==> run_1/registers.png <==
Drawn at 6 px/um. Other sequential cells in the stronger grey, the rest of the logic in the fainter grey.
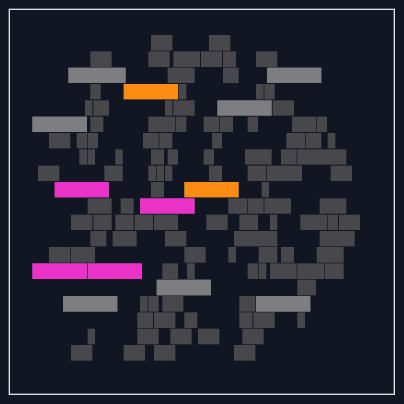
==> run_1/drive_strength.png <==
Drawn at 6 px/um.
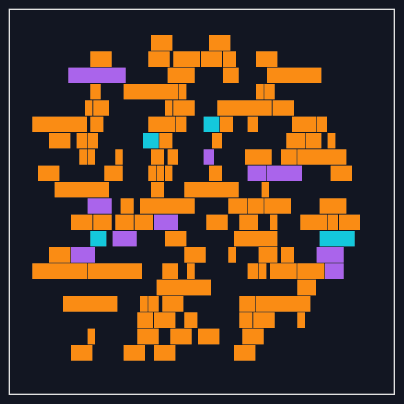
==> run_1/final_placement.png <==
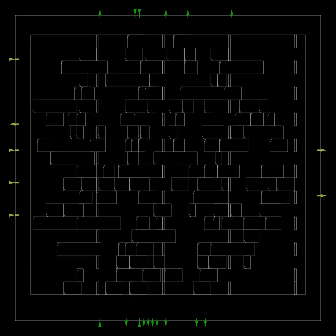
<file path="config.mk">
export PLATFORM = sky130hd
export DESIGN_NAME = jk_excitation_sequencer
export DESIGN_NICKNAME = d
export VERILOG_FILES = /design/src/rtl/jk_excitation_sequencer.sv
export SDC_FILE = /design/constraint.sdc
export NUM_CORES = 1
export LEC_CHECK = 0
export CAP_MARGIN = 40
export CORE_MARGIN = 3
export CORE_UTILIZATION = 30
export DETAILED_ROUTE_END_ITERATION = 6
export PLACE_DENSITY = 0.48
export SLEW_MARGIN = 40
export SYNTH_ARGS = -nofsm -noshare
export SYNTH_HDL_FRONTEND = slang
export SYNTH_SLANG_ARGS = --single-unit
</file>
<file path="constraint.sdc">
create_clock -name clk -period 5.8 [get_ports clk]
set_input_delay 1.16 -clock clk [delete_from_list [all_inputs] [get_ports clk]]
set_output_delay 1.16 -clock clk [all_outputs]
set_load 0.005 [all_outputs]
</file>
<file path="src/rtl/jk_excitation_sequencer.sv">
// Drives a bank of JK cells toward a requested target, either in one jump or by
// +/-1 steps, while keeping an exact model q of the driven bank.
module jk_excitation_sequencer #(
  parameter int WIDTH = 4
) (
  input  logic             clk,
  input  logic             rst,
  input  logic             load_valid,
  output logic             load_ready,
  input  logic [WIDTH-1:0] target,
  input  logic             mode,
  output logic [WIDTH-1:0] j,
  output logic [WIDTH-1:0] k,
  output logic [WIDTH-1:0] q,
  output logic             busy,
  output logic             done
);

  typedef enum logic [1:0] {IDLE, APPLY, STEP, DONE} state_t;

  state_t           state;
  logic [WIDTH-1:0] tgt;
  logic             md;
  logic [WIDTH-1:0] nxt;
  logic [WIDTH-1:0] q_jk;

  // Inverse JK characteristic with don't-cares forced to 0: returns {j, k}.
  function automatic logic [2*WIDTH-1:0] ex(input logic [WIDTH-1:0] cur,
                                            input logic [WIDTH-1:0] nx);
    return {nx & ~cur, cur & ~nx};
  endfunction

  always_comb begin
    nxt = (tgt > q) ? q + 1'b1 : q - 1'b1;
  end

  always_comb begin
    j = '0;
    k = '0;
    case (state)
      APPLY:   {j, k} = ex(q, tgt);
      STEP:    {j, k} = ex(q, nxt);
      default: {j, k} = '0;
    endcase
  end

  // JK rule for the modelled bank; toggle (11) is never driven.
  always_comb begin
    q_jk = (q & ~k) | j;
  end

  always_ff @(posedge clk or posedge rst) begin
    if (rst) begin
      state      <= IDLE;
      q          <= '0;
      tgt        <= '0;
      md         <= 1'b0;
      load_ready <= 1'b1;
      busy       <= 1'b0;
      done       <= 1'b0;
    end else begin
      q <= q_jk;
      case (state)
        IDLE: begin
          if (load_valid) begin
            tgt        <= target;
            md         <= mode;
            load_ready <= 1'b0;
            busy       <= 1'b1;
            if (target == q) begin
              state <= DONE;
              done  <= 1'b1;
            end else begin
              state <= mode ? STEP : APPLY;
              done  <= 1'b0;
            end
          end
        end
        APPLY: begin
          state <= DONE;
          done  <= 1'b1;
        end
        STEP: begin
          if (nxt == tgt) begin
            state <= DONE;
            done  <= 1'b1;
          end
        end
        DONE: begin
          state      <= IDLE;
          done       <= 1'b0;
          busy       <= 1'b0;
          load_ready <= 1'b1;
        end
        default: begin
          state      <= IDLE;
          done       <= 1'b0;
          busy       <= 1'b0;
          load_ready <= 1'b1;
        end
      endcase
    end
  end

endmodule

</file>
==> results.sh, run 1 <==
# source this file to load flow results
export IMPL_layout_nonclk_buf_share_pct=16.9
export IMPL_hold_end="load_ready$_DFFE_PP1P_"
export IMPL_antenna_found_initial=0
export IMPL_min_period_ns=4.76
export IMPL_worstPathArrival_ns=3.60
export IMPL_ys_flop_type="dfrtp_1"
export IMPL_fin_nets=144
export IMPL_clkbuf_count=3
export IMPL_startpoint="q[1]$_DFF_PP0_"
export IMPL_ys_area_um2=1010
export IMPL_dp_cells=165
export IMPL_setup_violations=0
export IMPL_route_detailed_drc=0
export IMPL_use_met1_pct=18.4
export IMPL_syn_cell_area_um2=1010
export IMPL_top_area_share_pct=29.8
export IMPL_drtAntennaViolNets=0
export IMPL_die_y_um=63.9
export IMPL_crit_type="register to primary output"
export IMPL_syn_inst=101
export IMPL_cp_slowest_cell="clkdlybuf4s50_1"
export IMPL_cts_tree="built"
export IMPL_coreArea_um2=3130
export IMPL_setup_tns_ns=0
export IMPL_synth_area_top_cells="dfrtp_1 30%, ha_1 11%, mux2_2 4.5%, xor2_1 4.3%, mux2i_1 4.0%"
export IMPL_postSynthAreaPerCell_um2=9.97
export IMPL_fmax_mhz=210
export IMPL_cts_max_path_buffers=2
export IMPL_drt_pre_antenna_iters=4
export IMPL_layout_drive_gt1_share_pct=11.2
export IMPL_fin_worst_skew_ns=0.000663
export IMPL_diodes=0
export IMPL_dpl_hpwl_um=1830
export IMPL_r2r_end="state[1]$_DFFE_PP0P_"
export IMPL_root_buffer="clkbuf_4"
export IMPL_hold_path_class="register to register"
export IMPL_insertion_delay_ns=0.29
export IMPL_r2r_worst_path_cells=13
export IMPL_tapCellCount=44
export IMPL_outcome="finished, final reports clean"
export IMPL_edf_count=0
export IMPL_drtIter0Drc=21
export IMPL_dr_wl_met3_um=75
export IMPL_warnings=28
export IMPL_slew_violations=0
export IMPL_ys_types=34
export IMPL_final_cell_mix="22 x clkdlybuf4s50_1, 12 x dfrtp_1, 10 x inv_1"
export IMPL_reg2reg_from="q[1]$_DFF_PP0_"
export IMPL_worstPathMaxFanout=6
export IMPL_gp_congestion=0.741
export IMPL_via_per_inst=4.80
export IMPL_clk_pin_slew_ns=0.09
export IMPL_r2r_setup_slack_ns=2.68
export IMPL_slew_headroom_pct=64.7
export IMPL_drv_cap=0
export IMPL_routed_wl_um=2380
export IMPL_critical_path_depth=14
export IMPL_grt_pass1_vias=828
export IMPL_wl_met2_um=1100
export IMPL_cts_setup_buffers=0
export IMPL_ys_cells=101
export IMPL_inv_count=10
export IMPL_seq_cell_count=13
export IMPL_most_common_cell="dfrtp_1"
export IMPL_grt_pass1_wl_um=4210
export IMPL_pin_count=23
export IMPL_combGateArea_um2=636
export IMPL_ys_top_cells_by_count="12 x dfrtp_1, 10 x inv_1, 9 x ha_1"
export IMPL_comb_share_pct=48.8
-- registers.png (at the start) --
colour	netlist name	sequential cells
magenta	tgt	4
orange	state	2
flop share of the area: 25.1%
register area: 327 um2
post-layout util: 41.6%

-- drive_strength.png (at the start) --
colour	size	cells	most used
orange	drive 1 or less	111	clkdlybuf4s50_1
cyan	drive 3 to 4	4	clkbuf_4
purple	drive 2	10	mux2_2
post-route cell area: 1300 um2
area grow syn2layout: 29.3%
non-clock buffer count: 22

-- final_placement.png (at the start) --
Rows: 20
Fill cells: 328

==> run 1: state kept, by name, indices dropped and copies added, names as in the netlist <==
| name | flops |
|---|---|
| done | 1 |
| load_ready | 1 |
| state | 2 |
| q | 4 |
| tgt | 4 |
| busy | 1 |
==> run 1: logic make-up (layout without fill, tap and decap cells) <==
family	after synthesis	in the layout	share of synthesized area, %
AOI/OAI and AO/OA	23	23	16.0
xor gates and xnor gates	10	10	10.8
adders and majority gates	10	10	13.2
buffers and inverters	12	36	4.47
DFF	13	13	32.4
muxes	9	9	9.56
and+or+nand+nor	24	24	13.5
==> run_1/met3.png <==
Drawn at 4 px/um.
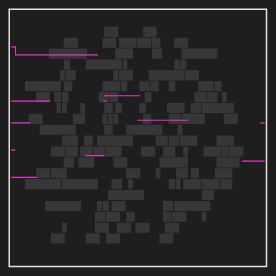

==> inputs of run 2 (changes only) <==
clock period = 4.7 ns   (was 5.8 ns; I/O delays follow)
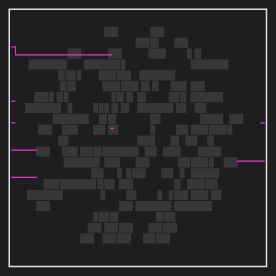
(run_2/met3.png)
Drawn at 4 px/um.
share of all routed wire	2.2%
wire length on this layer	48.4 um
DRT Wirelength: 2230 um
GR Util met3: 3.69%
via count: 786

==> run 2 against run 1 <==
Effect of this change: global-route usage decreased by 1.0 points; critical path type unchanged; die size unchanged; clock skew increased by 0.0034 ns; synthesized area unchanged; first-iteration DRC count increased by 100%; utilization increased by 0.44 points; via count decreased by 3.1%; critical path depth decreased by 1.
==> results.sh, run 2 <==
# source this file to load flow results
export IMPL_gp_congestion=0.760
export IMPL_diodes=0
export IMPL_drtAntennaViolNets=0
export IMPL_startpoint="q[3]$_DFF_PP0_"
export IMPL_reg_top3="q x4, tgt x4, state x2"
export IMPL_clk_pin_slew_ns=0.08
export IMPL_pin_count=23
export IMPL_most_common_cell="dfrtp_1"
export IMPL_top_area_share_pct=29.8
export IMPL_wl_met2_um=949
export IMPL_warnings=28
export IMPL_reg2reg_from="q[3]$_DFF_PP0_"
export IMPL_area_growth_pct=30.7
export IMPL_combGateArea_um2=641
export IMPL_layout_nonclk_buf_share_pct=17.3
export IMPL_worstPathMaxFanout=7
export IMPL_hold_path_class="register to register"
export IMPL_ys_types=34
export IMPL_slew_headroom_pct=64.3
export IMPL_adder_share_pct=13.2
export IMPL_cts_setup_buffers=0
export IMPL_setup_tns_ns=0
export IMPL_cts_tree="built"
export IMPL_synth_area_top_cells="dfrtp_1 30%, ha_1 11%, mux2_2 4.5%, xor2_1 4.3%, mux2i_1 4.0%"
export IMPL_syn_inst=101
export IMPL_ys_area_um2=1010
export IMPL_synth_xor_area_share_pct=10.8
export IMPL_final_cell_mix="22 x clkdlybuf4s50_1, 10 x inv_1, 10 x dfrtp_1"
export IMPL_critical_path_depth=13
export IMPL_outcome="finished, final reports clean"
export IMPL_r2r_worst_path_cells=12
export IMPL_grt_pass1_vias=790
export IMPL_cts_max_path_buffers=2
export IMPL_antenna_found_initial=0
export IMPL_drtIter0Drc=42
## run 2: cell counts after synthesis
No cell type changed its count.
## run 2: per-layer routing
metal  vias up  global-route usage (%)
li1        404                       -
met1       373                    15.9
met2         7                    18.8
met3         2                    3.69
met4         0                    3.23
met5         -                       0
## run 2: kinds of logic after synthesis
family / count (synthesis)
DFF: 13
muxes: 9
adders and majority gates: 10
buffers and inverters: 12
xor gates and xnor gates: 10
and+or+nand+nor: 24
AOI/OAI and AO/OA: 23
